**src/rtl/mem_rsp.sv**
```systemverilog
// Main-memory response path: one bus transaction per processor request, with NXM timeout.
// Optional MEM_PARITY_EN adds bus/MD parity generation and checking.
module mem_rsp #(
  parameter int ADDR_W  = 22,
  parameter int TIMEOUT = 255
) (
  input  logic              clk,
  input  logic              reset,
  input  logic              memrq,
  input  logic              wrcyc,
  input  logic [ADDR_W-1:0] vma,
  input  logic [31:0]       md_in,
  input  logic              nxm_clr,
  output logic [31:0]       mds,
  output logic              loadmd,
  output logic              memack,
  output logic              memstall,
  output logic              nxm,
  output logic              bus_req,
  output logic              bus_write,
  output logic [ADDR_W-1:0] bus_addr,
  output logic [31:0]       bus_wdata,
  input  logic [31:0]       bus_rdata,
  input  logic              bus_ack
`ifdef MEM_PARITY_EN
  ,
  output logic              bus_wpar,
  input  logic              bus_rpar,
  output logic              mdhaspar,
  output logic              mdpar,
  output logic              parerr
`endif
);

  localparam int CW = $clog2(TIMEOUT + 1);

  typedef enum logic [1:0] {
    IDLE,
    REQ,
    DONE
  } state_t;

  state_t        state;
  state_t        state_nxt;
  logic [CW-1:0] cnt;
  logic          expire;
  logic          accept;
  logic          ack_ok;
  logic          tmo;

  assign expire = (cnt == CW'(TIMEOUT - 1));
  assign accept = (state == IDLE) && memrq;
  assign ack_ok = (state == REQ) && bus_ack;
  assign tmo    = (state == REQ) && !bus_ack && expire;

  always_ff @(posedge clk or posedge reset) begin
    if (reset) state <= IDLE;
    else       state <= state_nxt;
  end

  always_comb begin
    state_nxt = state;
    bus_req   = 1'b0;
    memack    = 1'b0;
    loadmd    = 1'b0;
    memstall  = 1'b0;
    unique case (state)
      IDLE: begin
        if (memrq) state_nxt = REQ;
      end
      REQ: begin
        bus_req  = 1'b1;
        memstall = 1'b1;
        if (bus_ack || expire) state_nxt = DONE;
      end
      DONE: begin
        memack    = 1'b1;
        loadmd    = !bus_write;
        memstall  = 1'b1;
        state_nxt = IDLE;
      end
      default: state_nxt = IDLE;
    endcase
  end

  always_ff @(posedge clk or posedge reset) begin
    if (reset) begin
      bus_addr  <= '0;
      bus_write <= 1'b0;
      bus_wdata <= '0;
      cnt       <= '0;
    end else if (accept) begin
      bus_addr  <= vma;
      bus_write <= wrcyc;
      bus_wdata <= md_in;
      cnt       <= '0;
    end else if (state == REQ && !bus_ack && !expire) begin
      cnt <= cnt + CW'(1);
    end
  end

  // Timeout set takes priority over a same-cycle clear.
  always_ff @(posedge clk or posedge reset) begin
    if (reset)         nxm <= 1'b0;
    else if (tmo)      nxm <= 1'b1;
    else if (nxm_clr)  nxm <= 1'b0;
  end

  always_ff @(posedge clk or posedge reset) begin
    if (reset)                   mds <= '0;
    else if (ack_ok && !bus_write) mds <= bus_rdata;
    else if (tmo && !bus_write)    mds <= 32'hFFFF_FFFF;
  end

`ifdef MEM_PARITY_EN
  logic rd_bad;
  assign rd_bad = ack_ok && !bus_write && ((^bus_rdata) != bus_rpar);

  always_ff @(posedge clk or posedge reset) begin
    if (reset) begin
      bus_wpar <= 1'b0;
      mdhaspar <= 1'b0;
      mdpar    <= 1'b0;
    end else begin
      if (accept) bus_wpar <= ^md_in;
      if (ack_ok && !bus_write) begin
        mdhaspar <= 1'b1;
        mdpar    <= bus_rpar;
      end else if (tmo && !bus_write) begin
        mdhaspar <= 1'b0;
      end
    end
  end

  always_ff @(posedge clk or posedge reset) begin
    if (reset)        parerr <= 1'b0;
    else if (rd_bad)  parerr <= 1'b1;
    else if (nxm_clr) parerr <= 1'b0;
  end
`endif

endmodule

```
**config.mk**
```make
export PLATFORM = sky130hd
export DESIGN_NAME = mem_rsp
export DESIGN_NICKNAME = d
export VERILOG_FILES = /design/src/rtl/mem_rsp.sv
export SDC_FILE = /design/constraint.sdc
export NUM_CORES = 1
export LEC_CHECK = 0
export CELL_PAD_IN_SITES_DETAIL_PLACEMENT = 1
export CELL_PAD_IN_SITES_GLOBAL_PLACEMENT = 2
export CORE_UTILIZATION = 24
export CTS_BUF_LIST = sky130_fd_sc_hd__clkbuf_4 sky130_fd_sc_hd__clkbuf_8 sky130_fd_sc_hd__clkbuf_16
export DETAILED_ROUTE_END_ITERATION = 8
export PLACE_DENSITY_LB_ADDON = 0.1
export SLEW_MARGIN = 25
export SYNTH_ARGS = -nofsm -noshare
export SYNTH_HDL_FRONTEND = slang
export SYNTH_SLANG_ARGS = --single-unit
```
**constraint.sdc**
```tcl
create_clock -name clk -period 4.1 [get_ports clk]
set_input_delay 0.82 -clock clk [delete_from_list [all_inputs] [get_ports clk]]
set_output_delay 0.82 -clock clk [all_outputs]
set_load 0.005 [all_outputs]
```
==> results.json, run 1 <==
{
  "worst_path_max_delay_cell": "clkdlybuf4s50_1",
  "h-tree-depth": 3,
  "maxCapViolations": 0,
  "root_buffer": "clkbuf_16",
  "synth.net_count": 472,
  "clk_pin_slew_worst_paths_ns": 0.06,
  "init_core_util_pct": 24.54,
  "overflow": 0,
  "numCtsBuffers": 9,
  "antenna_found_initial": 0,
  "route.antenna.remaining_nets": 0,
  "final_net_count": 650,
  "antenna_cells_inserted": 0,
  "post_drt_via_cell_ratio": 4.236,
  "synthDominantAreaCellType": "dfrtp_1",
  "layout_top_cell_excl_fill_tap": "clkdlybuf4s50_1",
  "timing.max_slew.rel_slack_pct": 51.77,
  "fin_util_pct": 39.04,
  "drive_above_1_share_pct": 5.435,
  "clkSinkCount": 98,
  "crit_path_end_kind": "output port",
  "clock_tree_from_tritoncts": "done",
  "post-route-worst-setup-slack_ns": 1.600,
  "ys_warn_count": 0,
  "detailedPlace.worstSlack_ns": 1.434,
  "timing_worst_slew_pin_value_ns": 0.7235,
  "chip_area_sq_mm": 0.01676,
  "route.final.wire_length_um": 11220,
  "number_of_standard_cells_reported_by_yosys": 373,
  "worst_ep_arrival_time_ns": 1.68,
  "syn2layout_area_growth_pct": 59.05,
  "synthDominantCellAreaShare_pct": 62.90,
  "route.vias.total": 3253,
  "synthAoiAreaFrac_pct": 10.33,
  "synth.ff_latch_count": 98,
  "first_iter_violations": 98,
  "hold_path.class": "flip-flop to flip-flop",
  "finalHoldViolations": 0,
  "status": "completed",
  "layout.cells.non_filler": 768,
  "synth-async-reset-ratio_pct": 100.0,
  "post_synth_fa_ha_maj_area_fraction_pct": 2.246,
  "ir_drop_v": 0.0002053,
  "grt_start_max_net_pins": 78,
  "ys_area_sq_mm": 0.003899,
  "cts_max_path_buffers": 2,
  "final-setup-viol-count": 0,
  "core_sq_mm": 0.01589,
  "netlist_area_sq_mm": 0.003899,
  "post_synth_seq_share_pct": 62.90,
  "count_of_instances_resized_after_the_clock_tree_is_built": 0,
  "yosys.area_share.xor_xnor_pct": 0.8986,
  "mostFrequentLayoutCells": "clkdlybuf4s50_1, nand2_1, dfrtp_1",
  "number_of_max_slew_violations_in_the_final_report": 0,
  "post-dp-hpwl_um": 7591,
  "most_used_flip_flop_cell_after_synthesis": "dfrtp_1",
  "post_syn_instances": 373,
  "setup_repair_after_global_routing_missed_its_margin": "no",
  "fin_total_pwr_mw": 4.187,
  "route.detailed.drc": 0,
  "post_drt_wl_per_cell_um": 14.61,
  "io-pin-count": 184,
  "critical_path.n_buffers_inverters": 2,
  "maxClockFrequency_ghz": 0.3999,
  "post-route-min-period_ns": 2.500,
  "critPathLaunchType": "flip-flop",
  "post-synth-top-count-cell": "nand2_1",
  "worst_ep_required_time_ns": 3.28,
  "critical_path.max_fanout": 6,
  "final.setup.tns_ns": 0,
  "grt_pass1_vias": 3463,
  "drtPass1Iterations": 4,
  "cp_top_family": "buffers and inverters",
  "top_cells_by_count": "nand2_1, dfrtp_1, o22a_1",
  "ys_sh_simple_pct": 19.90,
  "cpPeakStageDelay_ns": 0.54,
  "static-leakage-power_nw": 2.772,
  "ctsHoldBuffers": 0,
  "placementRows": 46,
  "criticalPathCategory": "flip-flop to output port",
  "logic_family_by_area": "simple AND/OR/NAND/NOR gates",
  "synthMuxAreaShare_pct": 0.7702,
  "warnings": 31,
  "grt_pass1_wl_um": 17560,
  "place.gp.congestion": 0.6511,
  "finalClockSkew_ns": 0.005053,
  "placed_cells": 756
}
-- run 1: registers in the layout, summed over array words and instances, names as in the netlist --
name and flops:
bus_wdata 32, cnt 8, mds 32, nxm 1
bus_write 1, bus_addr 22, state 2
-- run 1: report_power, final --
group | internal, mW | switching [mW] | leakage [nW]
combinational | 1.09 | 0.699 | 1.46
sequential | 1.40 | 0.234 | 1.18
clock | 0.421 | 0.341 | 0.127
total | 2.91 | 1.27 | 2.77
-- run 1: per-layer routing --
| metal | wire (um) | global-route usage [%] |
|---|---|---|
| met1 | 4936 | 16.20 |
| met4 | 189 | 6.019 |
| met5 | 0 | 0 |
| met2 | 4912 | 21.60 |
| met3 | 1185 | 5.574 |
-- run 1: cell type report --
class	count	area, sq um
sequential	98	2452
tap	216	270.3
inverter	6	27.53
clock inverter	1	5.005
clock buffer	11	246.5
fill	1790	9684
multi-input combinational	249	1338
timing repair buffer	187	1862
-- run 1: worst paths after layout --
kind / slack (ns) / startpoint / to / depth (start not counted)
min in group asynchronous: 0.99 / reset / mds[29] / 2
min: 0.48 / bus_addr[9] / bus_addr[9] / 2
max: 1.60 / state[1] / bus_req / 3
max reg2reg: 2.13 / state[1] / cnt[1] / 5
max in group asynchronous: 2.44 / reset / mds[11] / 3
min reg2reg: 0.48 / bus_addr[9] / bus_addr[9] / 2
-- run 1: cells by family (layout without fill, tap and decap cells) --
family,Yosys count,after routing
buffers and inverters,26,205
DFF,98,98
and+or+nand+nor,190,190
AOI/OAI and AO/OA,46,46
muxes,2,2
adders and majority gates,7,7
xor gates and xnor gates,4,4
-- run 1: per-stage QoR --
stage / cell area (sq um) / hold slack [ns]
detailed placement: 5947 / 0.4643
floorplan: 3899 / 0.4697
global placement: 5944 / 0.4575
global route: 6201 / 0.4999
finish: 6201 / 0.4757
CTS: 6198 / 0.4825
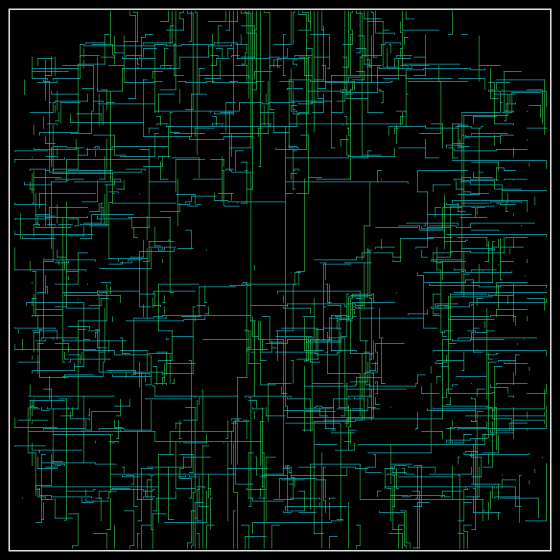
**Above:** run 1 (routed metal, one color a layer).
Two of the layers only.
legend:
  green:
    layer: met2
    wire_length: 4910 um
  cyan:
    layer: met1
    wire_length: 4940 um

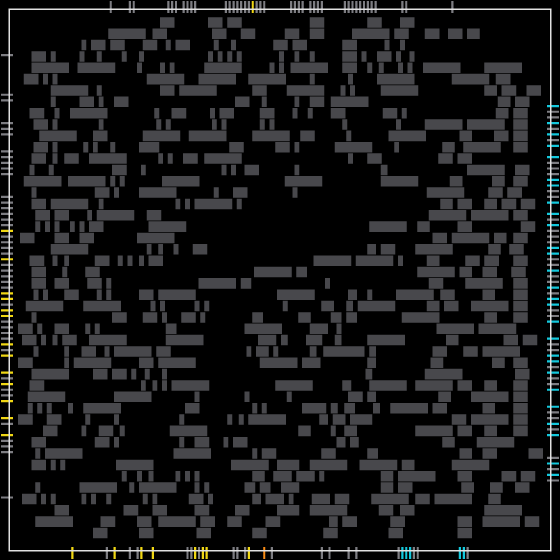
**Above:** run 1 (pin placement).
Pins as bars across the die edge, other pins in gray.
legend:
  cyan:
    port: bus_rdata
    pins: 32
    direction: input
    edge: 27 east, 5 south
  orange:
    port: memrq
    pins: 1
    direction: input
    edge: south
  yellow:
    port: bus_addr
    pins: 22
    direction: output
    edge: 13 west, 8 south, 1 north
all pins by edge: 58 east, 53 west, 41 north, 32 south
number of buffers inserted by port buffering: 183
width of the die: 129.5 um
Die Y: 129.5 um

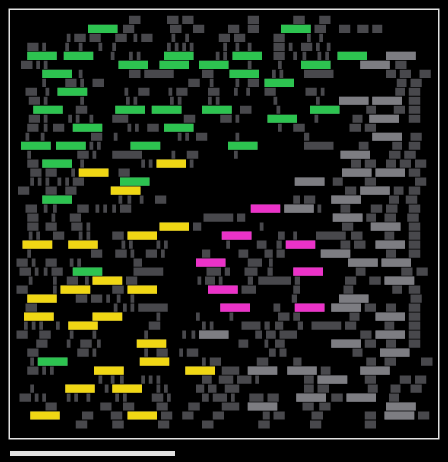
**Above:** run 1 (register map, names as in the netlist).
Scale bar: 50 um.
legend:
  green:
    name_in_the_netlist: bus_wdata
    flops: 32
  yellow:
    name_in_the_netlist: bus_addr
    flops: 22
  magenta:
    name_in_the_netlist: cnt
    flops: 8
    where: center
not colored: 36

**Run 1: gate-type map**

Scale bar: 50 um.
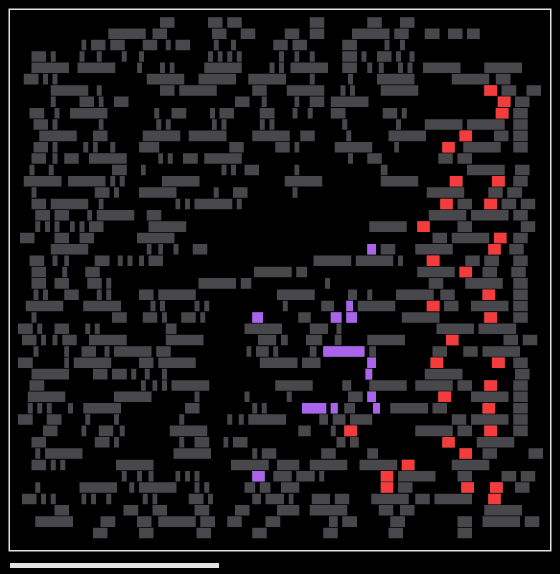

==> inputs of run 2 (changes only) <==
==> constraint.sdc (replaced) <==
create_clock -name clk -period 2.5 [get_ports clk]
set_input_delay 0.5 -clock clk [delete_from_list [all_inputs] [get_ports clk]]
set_output_delay 0.5 -clock clk [all_outputs]
set_load 0.005 [all_outputs]
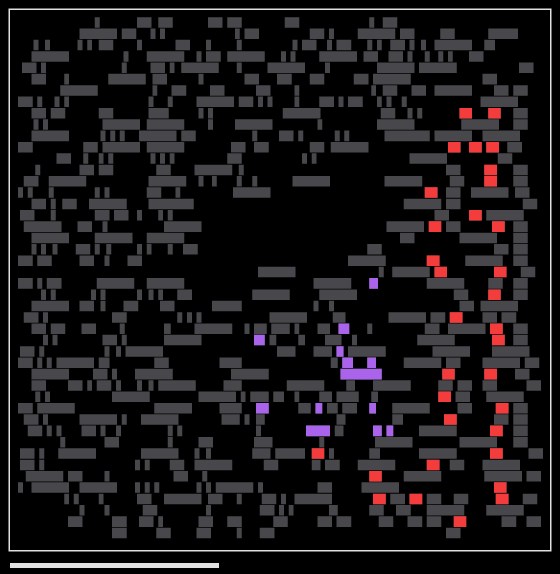
**Above:** run 2 (gate-type map).
Scale bar: 50 um.
legend:
  purple:
    family: inverting AOI/OAI gates
    cells: 13
    most_used: o21ai_0
  red:
    family: AND-OR and OR-AND gates
    cells: 33
    most_used: o22a_1
    where: a column on the right

==> run 2 against run 1 <==
Effect of this change:
- critical path depth unchanged
- register-to-register slack worse by 1.5 ns
- design area rose by 1.6%
- routed wire length is 1.0% higher
==> results.json, run 2 <==
{
  "drtPass1Iterations": 4,
  "antenna_found_initial": 0,
  "final-setup-viol-count": 0,
  "timing.rr.end": "mds[29]",
  "post-synth-top-count-cell": "nand2_1",
  "critical_path.startpoint": "state[1]",
  "ctsHoldBuffers": 0,
  "placement.io_buffers": 183,
  "detail_route.wirelength.met1_um": 5012,
  "chip_area_sq_mm": 0.01676,
  "place.gp.congestion": 0.6871,
  "grt_use_met2_pct": 21.60,
  "post_drt_via_cell_ratio": 4.258,
  "warnings": 31,
  "cts_max_path_buffers": 2,
  "status": "completed",
  "init_core_util_pct": 24.54,
  "most_used_flip_flop_cell_after_synthesis": "dfrtp_1",
  "setup_repair_after_global_routing_missed_its_margin": "no",
  "syn2layout_area_growth_pct": 61.65,
  "grt_usage_pct": 14.05,
  "synth.net_count": 472,
  "h-tree-depth": 3,
  "synthTopCellsByArea": "dfrtp_1, nand2_1, o22a_1, ha_1, clkbuf_1",
  "wl_met3_um": 1066,
  "clk_pin_slew_worst_paths_ns": 0.07,
  "setup.worst_path.end": "bus_req",
  "post_syn_instances": 373,
  "first_iter_violations": 82,
  "ir_drop_v": 0.0003973,
  "root_buffer": "clkbuf_16",
  "post_synth_seq_share_pct": 62.90,
  "placementRows": 46,
  "synth.ff_latch_count": 98,
  "number_of_max_slew_violations_in_the_final_report": 0,
  "drive_above_1_share_pct": 5.766,
  "ys_warn_count": 0,
  "clkSinkCount": 98,
  "final_net_count": 651,
  "post_cts.repair.setup_buffers": 0,
  "finalClockPeriodUsage_pct": 88.91,
  "routed-wl-met2_um": 5071,
  "count_of_instances_resized_after_the_clock_tree_is_built": 0,
  "reg2reg_depth": 5,
  "timing.hold.worst.start": "bus_addr[19]",
  "timing_worst_slew_pin_value_ns": 0.6112,
  "grt_pass1_vias": 3514,
  "route.vias.total": 3283,
  "maxCapViolations": 0,
  "netlist_area_sq_mm": 0.003899,
  "final.setup.tns_ns": 0,
  "fin_total_pwr_mw": 7.175,
  "grt_pass1_wl_um": 18090,
  "worst_ep_arrival_time_ns": 1.72,
  "hold_path.class": "flip-flop to flip-flop",
  "antenna_cells_inserted": 0,
  "grt_most_used_layer": "met2",
  "gr-usage-met3_pct": 5.615,
  "timing.max_slew.rel_slack_pct": 59.25,
  "route.final.wire_length_um": 11340,
  "maxClockFrequency_ghz": 0.4499,
  "post-dp-hpwl_um": 7751,
  "post_drt_wl_per_cell_um": 14.71,
  "worst_ep_required_time_ns": 2.00,
  "edf_count": 0,
  "met1_usage_pct": 17.40,
  "timing.reg2reg.setup_slack_ns": 0.59,
  "criticalPathCategory": "flip-flop to output port",
  "finalClockSkew_ns": 0.004572,
  "mostFrequentLayoutCells": "clkdlybuf4s50_1, nand2_1, dfrtp_1",
  "regToRegStartpoint": "state[1]",
  "top_signal_layer_used": "met4",
  "finalHoldViolations": 0,
  "synth-async-reset-ratio_pct": 100.0,
  "logic_area_sq_mm": 0.001335,
  "synthDominantAreaCellType": "dfrtp_1",
  "final.fill_count": 1784,
  "ys_area_sq_mm": 0.003899,
  "width_of_the_die_um": 129.5,
  "fp.dieH_um": 129.5,
  "synthesis.area_per_instance_sq_um": 10.45,
  "synth.lib_cells_used.distinct": 34,
  "reg_top3": "bus_wdata: 32 flops, mds: 32 flops, bus_addr: 22 flops",
  "top_cells_by_count": "nand2_1, dfrtp_1, o22a_1",
  "crit_path_end_kind": "output port",
  "io-pin-count": 184,
  "route.antenna.remaining_nets": 0,
  "post-route-min-period_ns": 2.223,
  "route.detailed.drc": 0,
  "critPathLaunchType": "flip-flop",
  "numCtsBuffers": 9,
  "register_area_sq_mm": 0.002452,
  "grt_start_max_net_pins": 99,
  "number_of_standard_cells_reported_by_yosys": 373,
  "p_per_area_mw_per_mm2": 1138,
  "core_sq_mm": 0.01589,
  "layout_top_cell_excl_fill_tap": "clkdlybuf4s50_1",
  "synthDominantCellAreaShare_pct": 62.90,
  "static-leakage-power_nw": 2.814,
  "clock_tree_from_tritoncts": "done",
  "critical_path.max_fanout": 6,
  "overflow": 0,
  "clkLatencyLatePin_ns": 0.34
}
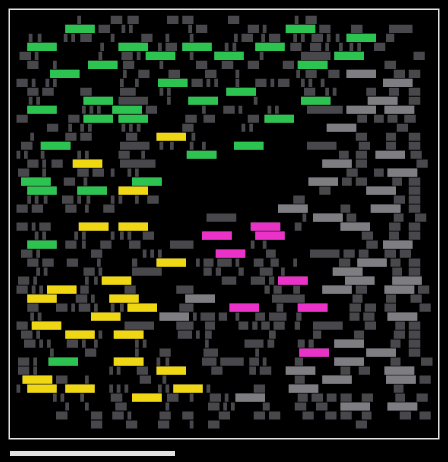
**Above:** run 2 (register map, names as in the netlist).
Scale bar: 50 um.
legend:
  green:
    name_in_the_netlist: bus_wdata
    flops: 32
  yellow:
    name_in_the_netlist: bus_addr
    flops: 22
  magenta:
    name_in_the_netlist: cnt
    flops: 8
    where: center
not colored: 36

==> run 2: cell types whose count changed in the layout (fill, tap and decap cells not counted), sizes merged <==
cell	delta
buf	+1
bufinv	+2
clkinvlp	+1
inv	-1
==> run 2: per-stage QoR <==
stage          instances  utilization [%]  setup slack, ns  hold slack, ns  area, sq um
2_1_floorplan        373                -           0.8384          0.4697         3902
3_3_place_gp         757            37.71           0.5295          0.4567         5991
3_5_place_dp         757            37.71           0.4861          0.4655         5991
4_1_cts              771            39.67           0.2413          0.4796         6302
5_1_grt              771            39.67           0.1851          0.4977         6302
6_report             771            39.67           0.2773          0.4737         6302
==> run 2: critical path, cell delays in order, from the launching register on <==
cell             delay (ns)
dfrtp_1                0.41
inv_1                  0.14
ha_1                   0.30
clkdlybuf4s50_1        0.54
==> run 2: area by class of cell <==
class / count / area share (%)
clock buffers: 11 / 3.911
repair buffers: 188 / 30.26
clock inverters: 3 / 1.032
well taps: 216 / 4.288
multi-input cells: 249 / 21.18
inverters: 6 / 0.4169
flip-flops and latches: 98 / 38.91
==> run 2: worst min path at each step <==
stage,endpoint,slack (ns),cells past startpoint
after floorplan,bus_addr[0],0.47,2
after global placement,bus_addr[4],0.46,2
after detailed placement,bus_wdata[26],0.47,2
after CTS,bus_addr[19],0.48,2
after global routing,bus_wdata[16],0.50,2
final,bus_addr[19],0.47,2
==> run 2: where the power goes <==
part | internal, mW | switching, mW | total (mW)
registers | 2.30 | 0.387 | 2.68
logic | 1.83 | 1.17 | 3.00
clock network | 0.904 | 0.588 | 1.49
==> run 2: cells by family (layout without fill, tap and decap cells) <==
logic type,after synthesis,after routing,share of synthesized area [%]
flops,98,98,62.90
fa+ha+maj,7,7,2.246
compound gates,46,46,10.33
buf+inv,26,208,2.952
mux,2,2,0.7702
simple gates,190,190,19.90
xor+xnor,4,4,0.8988
No activity file was given, so power comes from the tool's default toggle rates.
